**Run 1: signal wires on met1**

Bar = 20 um. Cells faint in the background.
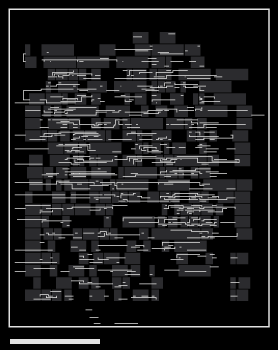
**Run 1: metal 2**

Cells faint in the background.
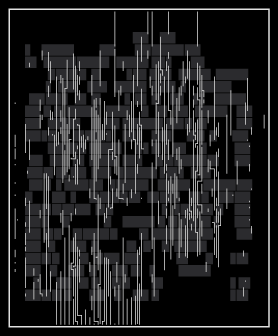
**Run 1: signal wires on met3**

Bar = 20 um. Cells faint in the background.
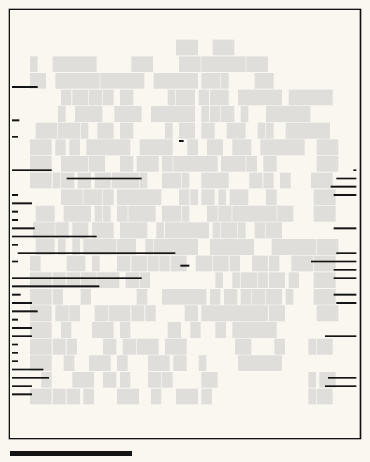
**Run 1: placed standard cells**

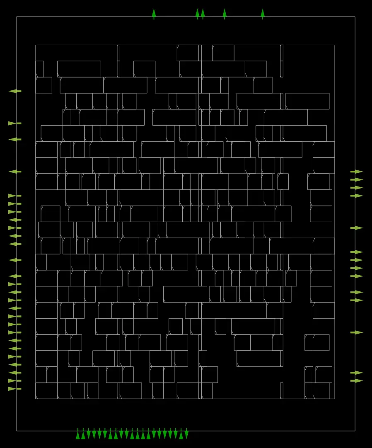
**src/rtl/dft_sequencer_pkg.sv**
```systemverilog
// Shared constants and state encoding for the DFT load/settle/drain sequencer.
package dft_sequencer_pkg;

  typedef enum logic [1:0] {
    S_IDLE   = 2'd0,
    S_LOAD   = 2'd1,
    S_SETTLE = 2'd2,
    S_DRAIN  = 2'd3
  } state_t;

  localparam logic [4:0] DFT_BASE   = 5'b11111;
  localparam int         FRAME_LEN  = 8;
  localparam int         FC_WIDTH   = 16;
  localparam logic [2:0] LAST_IDX   = 3'(FRAME_LEN - 1);

endpackage

```
**src/rtl/dft_sequencer.sv**
```systemverilog
// Streams 8 samples into the DFT block, waits SETTLE cycles, then drains 8 results.
// First result is valid SETTLE+1 cycles after the 8th input; out_ready=0 freezes the drain.
module dft_sequencer
  import dft_sequencer_pkg::*;
#(
  parameter int WIDTH  = 8,
  parameter int SETTLE = 2
) (
  input  logic                clk,
  input  logic                rst_n,
  input  logic                enable,
  input  logic                flush,
  input  logic                in_valid,
  output logic                in_ready,
  input  logic [WIDTH-1:0]    in_data,
  output logic                out_valid,
  input  logic                out_ready,
  output logic [WIDTH-1:0]    out_data,
  output logic                out_last,
  output logic                mem_write,
  output logic [WIDTH-1:0]    mem_adr,
  output logic [WIDTH-1:0]    mem_writedata,
  input  logic [WIDTH-1:0]    mem_readdata,
  output logic                busy,
  output logic [FC_WIDTH-1:0] frame_count
);

  localparam int SW = (SETTLE > 1) ? $clog2(SETTLE) : 1;

  state_t              state, state_nxt;
  logic [2:0]          idx, idx_nxt;
  logic [SW-1:0]       settle_cnt, settle_nxt;
  logic [FC_WIDTH-1:0] frame_count_q, fc_nxt;

  always_ff @(posedge clk) begin
    if (!rst_n) begin
      state         <= S_IDLE;
      idx           <= '0;
      settle_cnt    <= '0;
      frame_count_q <= '0;
    end else begin
      state         <= state_nxt;
      idx           <= idx_nxt;
      settle_cnt    <= settle_nxt;
      frame_count_q <= fc_nxt;
    end
  end

  always_comb begin
    state_nxt     = state;
    idx_nxt       = idx;
    settle_nxt    = settle_cnt;
    fc_nxt        = frame_count_q;
    in_ready      = 1'b0;
    mem_write     = 1'b0;
    mem_writedata = '0;
    out_valid     = 1'b0;
    out_data      = '0;
    out_last      = 1'b0;

    case (state)
      S_IDLE: begin
        if (enable) begin
          state_nxt = S_LOAD;
          idx_nxt   = '0;
        end
      end
      S_LOAD: begin
        in_ready      = 1'b1;
        mem_write     = in_valid;
        mem_writedata = in_data;
        if (in_valid) begin
          idx_nxt = idx + 3'd1;
          if (idx == LAST_IDX) begin
            state_nxt  = S_SETTLE;
            settle_nxt = SW'(SETTLE - 1);
          end
        end
      end
      S_SETTLE: begin
        if (settle_cnt == '0) state_nxt = S_DRAIN;
        else                  settle_nxt = settle_cnt - SW'(1);
      end
      S_DRAIN: begin
        out_valid = 1'b1;
        out_data  = mem_readdata;
        out_last  = (idx == LAST_IDX);
        if (out_ready) begin
          idx_nxt = idx + 3'd1;
          if (idx == LAST_IDX) begin
            fc_nxt    = frame_count_q + 1'b1;
            state_nxt = enable ? S_LOAD : S_IDLE;
          end
        end
      end
      default: state_nxt = S_IDLE;
    endcase

    // Abort wins over every handshake decided above; outputs keep the current state.
    if (flush) begin
      state_nxt = S_IDLE;
      idx_nxt   = '0;
      fc_nxt    = frame_count_q;
    end
  end

  assign mem_adr     = WIDTH'({DFT_BASE, idx});
  assign busy        = (state != S_IDLE);
  assign frame_count = frame_count_q;

endmodule
```
**config.mk**
```make
export PLATFORM = sky130hd
export DESIGN_NAME = dft_sequencer
export DESIGN_NICKNAME = d
export VERILOG_FILES = /design/src/rtl/dft_sequencer_pkg.sv /design/src/rtl/dft_sequencer.sv
export SDC_FILE = /design/constraint.sdc
export NUM_CORES = 1
export LEC_CHECK = 0
export CAP_MARGIN = 25
export CORE_ASPECT_RATIO = 1.25
export CORE_MARGIN = 3
export CORE_UTILIZATION = 40
export DETAILED_ROUTE_END_ITERATION = 12
export GPL_TIMING_DRIVEN = 0
export PLACE_DENSITY = 0.87
export SLEW_MARGIN = 20
export SYNTH_ARGS = -nofsm -noshare
export SYNTH_HDL_FRONTEND = slang
export SYNTH_SLANG_ARGS = --single-unit
export TNS_END_PERCENT = 50
```
**constraint.sdc**
```tcl
create_clock -name clk -period 2.7 [get_ports clk]
set_input_delay 0.54 -clock clk [delete_from_list [all_inputs] [get_ports clk]]
set_output_delay 0.54 -clock clk [all_outputs]
set_load 0.1 [all_outputs]
```
==> summary.txt, run 1 <==
Implementation numbers.

- The fraction of the mapped netlist area in compound gates is 0.1257.
- The yosys stat chip area is about 1300 um^2.
- The CTS tree reads built.
- The reg2reg setup slack reads between 500 and 600 ps.
- Looking at the clock tree report, the H-tree level count equals 1.
- The die width is roughly 57 um.
- Across all checked pins, the minimum headroom to the slew limit is 0.3453.
- The post-CTS resize count reads 57.
- The most area-hungry cell class in the final design reads logic gates.
- The end of the critical path is busy.
- The finished cells cover about 2000 um^2.
- The post-layout utilization of the core is 0.6426.
- The detailed placer's ending HPWL is ~2500 um.
- The wire length of the first global-routing pass reads 5513 um.
- Per the finish-stage timing summary, setup violations number 0.
- The endpoint of the worst register-to-register path is frame_count[13].
- The plain and repair buffers instantiated in the layout total a little over 70.
- The tree is rooted in a sky130_fd_sc_hd__clkbuf_4.
- The largest vdd supply drop reads between 0.2 and 0.3 mV.
- The first-pass iteration count of the detailed router is 4.
- The number of nets with antenna violations after detailed routing reads 0.
- In the hold timing report, the worst path depth is 2.
- The flow ran to the end, and the final reports show no timing, DRC or antenna violations.
- The number of I/O port buffers reads 61.
- The count of inverters other than clock inverters in the layout is 6.
- The fraction of final layout cells with drive strength greater than 1 is 0.1504.
- The maximum fanout along the worst path is 5.
- The placer congestion estimate reads between 0.8 and 0.9.
- The buffer share of cell area is 0.3016.
- The average wire per standard cell is 12.23 um.
- The area taken by flip-flops and latches reads roughly 440 um^2.
- The critical path buffer and inverter count is 3.
- The final sequential cell count reads 22.
- The count of flip-flops with a built-in enable after synthesis reads 0.
- The post-synthesis instance area is roughly 1300 um^2.
- The data required time at the worst endpoint is ~2200 ps.
- The CTS sink count is 22.
- Per the timing report, the most critical flop-to-flop path originates at idx[0].
- The startpoint of the most critical setup path reads state[1].
- The main flop type after synthesis reads sky130_fd_sc_hd__dfxtp_1.
- The count of placed standard cells in the final layout, fillers left out is 262.
- Total power for the finished layout comes to 0.7645 mW.
- The number of warnings reported in the yosys synthesis log is 0.
- The total congestion overflow is 0.
## Picture notes: 'signal wires on met1'
main direction = horizontal
share of all routed wire = 42%
nets with wire on the layer = 217
wire length on this layer = 1340 um

## Picture notes: 'metal 2'
main direction = vertical
share of all routed wire = 51%
wire length on this layer = 1620 um
nets with wire on the layer = 211
longest straight run = 23.1 um

## Picture notes: 'signal wires on met3'
share of all routed wire = 6.1%
main direction = horizontal

## Picture notes: 'placed standard cells'
Std-Cell Core Area: 3028 um^2
Tap Count: 36

-- run 1: per-stage QoR --
| stage | setup TNS (ps) | setup WS (ps) |
|---|---|---|
| 3_3_place_gp | -2001 | -168.3 |
| 5_1_grt | 0 | 65.58 |
| 3_5_place_dp | -2030 | -164.4 |
| 2_1_floorplan | -1177 | -148.0 |
| 4_1_cts | 0 | 76.72 |
| 6_report | 0 | 192.1 |
-- run 1: power by group --
group | switching (mW) | leakage (nW) | internal, mW
Sequential | 0.00187 | 0.177 | 0.326
Combinational | 0.131 | 0.616 | 0.0548
Clock | 0.101 | 0.0279 | 0.150
Total | 0.233 | 0.821 | 0.531
-- run 1: metal layers --
layer	vias to the layer above	global-route usage	routed length, um
li1	671	-	-
met1	592	0.2146	1342
met2	45	0.2770	1624
met3	4	0.03512	193
met4	0	0.04897	42
met5	-	0	0
-- run 1: cell usage after synthesis, types with 5 or more instances --
cell type                 instances  area share
sky130_fd_sc_hd__dfxtp_1         22        0.34
sky130_fd_sc_hd__and2_1          18       0.086
sky130_fd_sc_hd__a21oi_1         13       0.050
sky130_fd_sc_hd__nor2_1          11       0.031
sky130_fd_sc_hd__ha_1             9       0.086
sky130_fd_sc_hd__nand3_1          8       0.030
sky130_fd_sc_hd__nand2_1          7       0.020
sky130_fd_sc_hd__buf_4            5       0.029
sky130_fd_sc_hd__inv_1            5       0.014
sky130_fd_sc_hd__o31ai_1          5       0.029
sky130_fd_sc_hd__or4_1            5       0.029
sky130_fd_sc_hd__xor2_1           5       0.033
-- run 1: worst min-delay path: stages (launching register included) --
cell	delay, ps
sky130_fd_sc_hd__dfxtp_1	330
sky130_fd_sc_hd__o21ai_0	70
sky130_fd_sc_hd__a21oi_1	60
-- run 1: registers in the layout (all words and copies together) (netlist names) --
register	cells
frame_count	16
settle_cnt	1
idx	3
state	2
## Run 2: what changed since run 1
- SKIP_LAST_GASP: not set -> 1
==> run 2 against run 1 <==
Highest routed layer unchanged. Fmax decreased by 11%. Global-route usage decreased by 0.15 points. The run now ends with negative setup slack left. Largest power group unchanged. Combinational power about the same. Largest cell class unchanged.
==> summary.txt, run 2 <==
Implementation numbers.

- The wire length of the first global-routing pass is 5478 um (-0.63%).
- The count of flip-flops with a built-in enable after synthesis is 0 (unchanged).
- The H-tree level count is 1 (unchanged).
- The category of the worst setup path launch point reads a flip-flop.
- In this run the tools logged warnings totalling 34.
- The number of DRC violations after detailed routing is 0.
- The post-CTS resize count is 38 (-33%).
- The number of antenna cells inserted is 0.
- In this run the deepest clock path goes through 2 buffers.
- The die width is 57.26 um (unchanged).
- The depth of the worst hold-timing path is 2 (unchanged).
- The tightest hold margin reads ~490 ps.
- The yosys stat chip area reads 1314 um^2 (unchanged).
- The final layout net count reads 258.
- The number of flip-flops in the largest register is 16 (unchanged).
- The number of warnings reported in the yosys synthesis log is 0 (unchanged).
- The fraction of registers with async set/reset reads 0.
- The share of Yosys cell area claimed by the top area cell type reads 0.3352 (unchanged).
- The core footprint is 3028 um^2 (unchanged).
- The first-pass iteration count of the detailed router is 4 (unchanged).
- The checks that failed: negative setup slack.
- The endpoint of the worst register-to-register path reads frame_count[13].
- The clock root buffer master is sky130_fd_sc_hd__clkbuf_4.
- The data required time at the worst endpoint is 2160 ps (about the same).
- The post-layout utilization of the core came to 0.6678 (+0.02521).
- The timing report gives the biggest stage delay along the critical path as between 800 and 900 ps.
- For reference, the critical path cell chain is inv_1 -> ha_2 -> clkbuf_1 -> and2_1 -> clkdlybuf4s15_1.
- The via count reads around 1300.
- Of all cell types, the one taking the most synthesized area is sky130_fd_sc_hd__dfxtp_1.
- The total length of routed wires is around 3200 um.
- The most common logic cell in the final layout is sky130_fd_sc_hd__clkdlybuf4s50_1.
- The number of clock buffers inserted by TritonCTS reads 3.
- The path class of the tightest hold or removal check is reg -> reg.
- The number of primary I/O pins is about 67.
- The post-placement cell area reads just under 2000 um^2.
- Counting tap cells, the placed design contains a total of approximately 260 instances.
- The number of I/O port buffers reads 61 (unchanged).
- The maximum fanout along the worst path reads 10 (+5).
- STA puts the critical path data arrival time at roughly 2300 ps.
- The flow ran to the end, but the final reports show violations.
- The depth of the worst register-to-register path is 7.
- The clock-pin slew on the worst setup and hold paths is 130 ps.
- The number of global-route vias before repair reads about 1300.
- The CTS tree is built.
- The CTS sink count was 22 (unchanged).
- The setup-violating endpoint count in the final report is 2 (+2).
- The worst-skew pair later-pin latency is 310 ps.
- The launch instance of the worst register-to-register path is idx[0].
- The number of nets with antenna violations after detailed routing is 0 (unchanged).
- The chip footprint is between 4000 and 5000 um^2.
- The reg2reg setup slack reads 590 ps (about the same).
- The worst slew margin relative to its limit is 0.3457 (+0.0004260).
- The gate-level netlist out of Yosys references between 40 and 50 unique cell types.
- In the layout the commonest cells are sky130_fd_sc_hd__clkdlybuf4s50_1 (41), sky130_fd_sc_hd__dfxtp_1 (22), sky130_fd_sc_hd__and2_1 (18).
- The worst path setup slack after routing reads -128.1 ps (-320.2 ps).
- The fraction of final layout cells with drive strength greater than 1 reads 0.1460 (-0.004425).
- The die boundary height is 70.08 um.
- The count of placed standard cells in the final layout, fillers left out reads 262 (unchanged).
- Per the final timing report, the hold violations number 0.
- The number of max-slew violations in the final report reads 0.
- The largest vdd supply drop was 0.3038 mV (+2.9%).
- The total congestion overflow is 0 (unchanged).
- sky130_fd_sc_hd__dfxtp_1 is the most common cell in the netlist.
- The detailed placer's ending HPWL is 2514 um (unchanged).
- The synthesis run shows the most used standard cells to be sky130_fd_sc_hd__dfxtp_1 (22), sky130_fd_sc_hd__and2_1 (18), sky130_fd_sc_hd__a21oi_1 (13).
- The worst setup path is of the reg -> out kind.
- The largest net degree at the start of global routing is 14.
- The synthesized flop and latch total reads 22.
- The number of max-cap violations reads 0.
- The total negative slack for setup checks was -152.5 ps (-152.5 ps).
- The overall power of the completed layout is 0.7675 mW (+0.39%).
- The cell leakage power reads around 0.82 nW.
- Summed over all routing layers, the global router reports a total usage of 0.1655.
- The power density over the cells reads 379.6 nW/um^2.
- The flow reports an fmax of 0.3536 GHz.
- The average wire per standard cell is 12.09 um (-1.1%).
- The synthesized netlist cell count reads approximately 160.
- The cell area after layout reads 2022 um^2 (+3.9%).
- The placer congestion estimate is 0.8831 (unchanged).
- Per the repair_timing log after CTS, setup buffers inserted total 0.
- For reference, the top cells by area after synthesis are sky130_fd_sc_hd__dfxtp_1 (34%), sky130_fd_sc_hd__and2_1 (8.6%), sky130_fd_sc_hd__ha_1 (8.6%), sky130_fd_sc_hd__a21oi_1 (5.0%), sky130_fd_sc_hd__xor2_1 (3.3%).
- The effective utilization at floorplan reads 0.4339.
- The cts-stage hold buffer count is 0.
- The setup slack at placement reads -164.4 ps (unchanged).
- The area added between synthesis and finish is 53.90%.
- The main flop type after synthesis reads sky130_fd_sc_hd__dfxtp_1.
- The post-synthesis instance area is 1314 um^2 (unchanged).
- The sequential area share after synthesis reads 0.3352.
- The post-synthesis area per instance reads roughly 8.4 um^2.
## run 2: cell counts after synthesis
No cell type changed its count.
## run 2: power breakdown
part	switching [mW]	total (mW)	internal, mW
registers	0.00184	0.328	0.326
clock network	0.101	0.251	0.150
logic	0.131	0.188	0.0572
## run 2: per-layer routing
layer	GRT usage	wire length, um	vias to the layer above
li1	-	-	674
met1	0.2124	1319	584
met2	0.2745	1598	53
met3	0.03512	207	4
met4	0.04897	42	0
met5	0	0	-
## run 2: worst max-delay path: cells and delay by family (launching register included)
family	cells	cell delay, ps
fa+ha+maj	1	210
buf+inv	3	1200
flops	1	380
simple gates	1	170
## run 2: worst max-delay path by stage
| stage | startpoint | end | slack, ps |
|---|---|---|---|
| final | state[1] | mem_writedata[7] | -130 |
| after global routing | state[1] | mem_writedata[7] | -310 |
| after CTS | state[1] | mem_writedata[4] | -190 |
| after detailed placement | in_valid | mem_write | -160 |
| after global placement | in_valid | mem_write | -170 |
| after floorplan | state[1] | out_data[7] | -150 |
## run 2: final cells by class
cell class / instances / area (um^2)
Tap cell: 36 / 45.04
Inverter: 6 / 22.52
Clock buffer: 3 / 22.52
Multi-Input combinational cell: 122 / 798.3
Buffer: 11 / 70.07
Clock inverter: 1 / 30.03
Fill cell: 276 / 1006
Timing Repair Buffer: 61 / 593.1
Sequential cell: 22 / 440.4
## run 2: logic make-up (layout without fill, tap and decap cells)
logic type | after synthesis | in the layout | synth area share
AND-OR/OR-AND | 27 | 27 | 0.1257
XOR/XNOR | 8 | 8 | 0.05334
adder cells (fa/ha/maj) | 9 | 9 | 0.08572
buffers and inverters | 17 | 82 | 0.07048
flip-flops | 22 | 22 | 0.3352
multiplexers | 1 | 1 | 0.007619
other | 1 | 5 | 0.002854
AND/OR/NAND/NOR | 72 | 72 | 0.3191
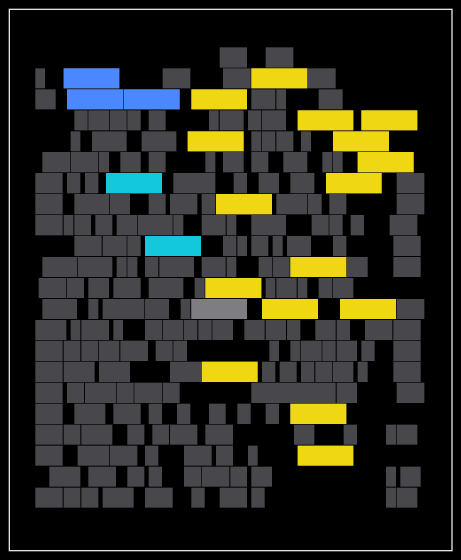
**Above:** run 2 (sequential cells grouped by signal name).
yellow -> `frame_count`  # sequential cells 16
cyan -> `state`  # sequential cells 2
blue -> `idx`  # sequential cells 3

## Run 3: what changed since run 2
- CORE_UTILIZATION: 40 -> 36
- PLACE_DENSITY: 0.87 -> 0.83
- clock period: 2.7 -> 2.6 ns (I/O delays scaled with it)
==> run 3 against run 2 <==
The flow still finishes with violations (negative setup slack). Worst hold slack got worse by 4.6 ps. Synthesized area did not move. Worst setup slack improved by 81 ps. Power rose by 13%. Largest cell class unchanged. Sequential share of layout area fell by 0.16 points.
==> summary.txt, run 3 <==
Implementation numbers.

- The average wire per standard cell is 12.27 um (+1.5%).
- The achievable frequency is roughly 0.38 GHz.
- The area taken by multi-input logic gates came to 800.8 um^2 (+0.31%).
- The met2 wire length reads 1651 um (+3.3%).
- The final number of hold-violating endpoints came to 0 (unchanged).
- The cell sitting at the root of the clock tree is a sky130_fd_sc_hd__clkbuf_8.
- The synthesized flop and latch total is 22 (unchanged).
- The worst path setup slack after routing is -46.86 ps (+81.22 ps).
- The number of DRC violations after detailed routing is 0 (unchanged).
- The number of clock buffers inserted by TritonCTS is 3 (unchanged).
- The synthesized netlist cell count was 157 (unchanged).
- The number of max-slew violations in the final report is 0 (unchanged).
- The worst slew margin relative to its limit is 0.3295 (-0.01619).
- The critical path buffer and inverter count is 1 (-2).
- The checks that failed: negative setup slack.
- The wire length of the first global-routing pass came to 5478 um (unchanged).
- The stage-log warning count is 34 (unchanged).
- The cell type contributing the most total cell area after synthesis is sky130_fd_sc_hd__dfxtp_1.
- The tightest hold margin is 487.1 ps (-4.608 ps).
- The reg2reg setup slack is 490 ps (-100 ps).
- The global-route met2 utilization reads 0.2788 (+0.004386).
- The number of logic stages on the critical path including buffering is 2 (-3).
- The kind of critical path is reg -> out.
- The total track usage reads 0.1580 (-0.007576).
- The cts-stage hold buffer count reads 0 (unchanged).
- The critical path's top delay family reads buffers and inverters.
- The worst min-delay path category is reg -> reg.
- The largest vdd supply drop was 0.3848 mV (+27%).
- The overall power of the completed layout was 0.8649 mW (+13%).
- The detailed placer's ending HPWL is 2642 um (+5.1%).
- The end of the critical path is out_valid.
- The endpoint arrival time on the critical path is 2130 ps (-160 ps).
- The count of placed standard cells in the final layout, fillers left out is 263 (+0.38%).
- The share of Yosys cell area claimed by the top area cell type came to 0.3352 (unchanged).
- The area added between synthesis and finish is 55.05%.
- The chip footprint reads 4415 um^2 (+10%).
- The uppermost layer routed reads met4.
- The cell leakage power is 0.8051 nW (-1.6%).
- The area taken by flip-flops and latches is 440.4 um^2 (unchanged).
- The clock-pin slew on the worst setup and hold paths is 90 ps (-40 ps).
- The placer congestion estimate was 0.8893 (+0.70%).
- The number of max-cap violations reads 0 (unchanged).
- The first-pass iteration count of the detailed router was 4 (unchanged).
- The setup-violating endpoint count in the final report was 2 (unchanged).
- The CTS sink count reads 22 (unchanged).
- The count of flip-flops with a built-in enable after synthesis is 0 (unchanged).
- The global routing met1 resource utilization reads 0.1715 (-0.04087).
- The buffers inserted during post-CTS setup optimization is 0 (unchanged).
- Yosys reports that the most numerous cell types are sky130_fd_sc_hd__dfxtp_1 (22), sky130_fd_sc_hd__and2_1 (18), sky130_fd_sc_hd__a21oi_1 (13).
- The CTS tree reads built.
- The via count was 1334 (+1.4%).
- The run finished, with violations left.
- The number of flip-flops in the largest register was 16 (unchanged).
- The number of global-route vias before repair came to 1303 (+3.2%).
- The maximum fanout along the worst path came to 6 (-4).
- The number of nets with antenna violations after detailed routing came to 0 (unchanged).
- The power density over the cells reads 424.6 nW/um^2 (+12%).
- The post-route met1 wirelength is 1257 um (-4.7%).
- The report lists the cells along the critical path as ha_2 -> clkdlybuf4s50_1.
- For reference, the critical path is launched at state[1].
- The die width is 60.03 um (+4.8%).
## run 3: where the power goes
group	internal, mW	leakage (nW)	switching (mW)	total, mW
clock	0.206	0.0357	0.121	0.326
sequential	0.338	0.177	0.00185	0.340
combinational	0.0614	0.592	0.137	0.198
## run 3: worst min-delay path by stage
| stage | start | endpoint | slack (ps) | cells past startpoint |
|---|---|---|---|---|
| 2_1_floorplan | settle_cnt | settle_cnt | 450 | 2 |
| 3_3_place_gp | frame_count[15] | frame_count[15] | 460 | 2 |
| 3_5_place_dp | settle_cnt | settle_cnt | 470 | 2 |
| 4_1_cts | settle_cnt | settle_cnt | 490 | 2 |
| 5_1_grt | frame_count[15] | frame_count[15] | 520 | 2 |
| 6_report | frame_count[15] | frame_count[15] | 490 | 2 |
## run 3: final cells by class
class / instances / area share
Inverter: 6 / 0.01106
Clock buffer: 3 / 0.02027
Buffer: 11 / 0.03440
Timing Repair Buffer: 61 / 0.2875
Sequential cell: 22 / 0.2162
Tap cell: 37 / 0.02273
Multi-Input combinational cell: 122 / 0.3931
Clock inverter: 1 / 0.01474
## run 3: logic make-up (layout without fill, tap and decap cells)
| family | after synthesis | in the layout | synth area share |
|---|---|---|---|
| AND/OR/NAND/NOR | 72 | 72 | 0.3191 |
| AND-OR/OR-AND | 27 | 27 | 0.1257 |
| flip-flops | 22 | 22 | 0.3352 |
| buffers and inverters | 17 | 82 | 0.07048 |
| adder cells (fa/ha/maj) | 9 | 9 | 0.08572 |
| XOR/XNOR | 8 | 8 | 0.05334 |
| other | 1 | 5 | 0.002854 |
| multiplexers | 1 | 1 | 0.007619 |
## run 3: worst min-delay path, delay by kind of cell (launching register included)
family          cells  cell delay, ps
compound gates      2             110
flops               1             330
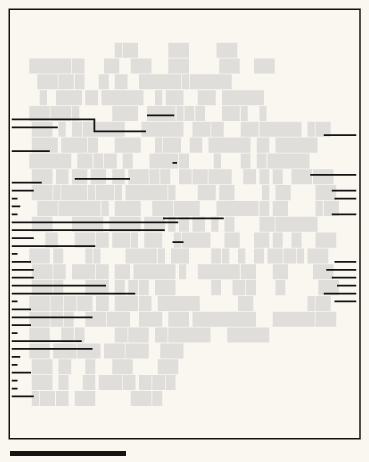
**Above:** run 3 (signal wires on met3).
Bar = 20 um. Cells faint in the background.
longest straight run = 28.3 um
wire length on this layer = 298 um
nets with wire on the layer = 45

Power is estimated from default activity; no workload was simulated.
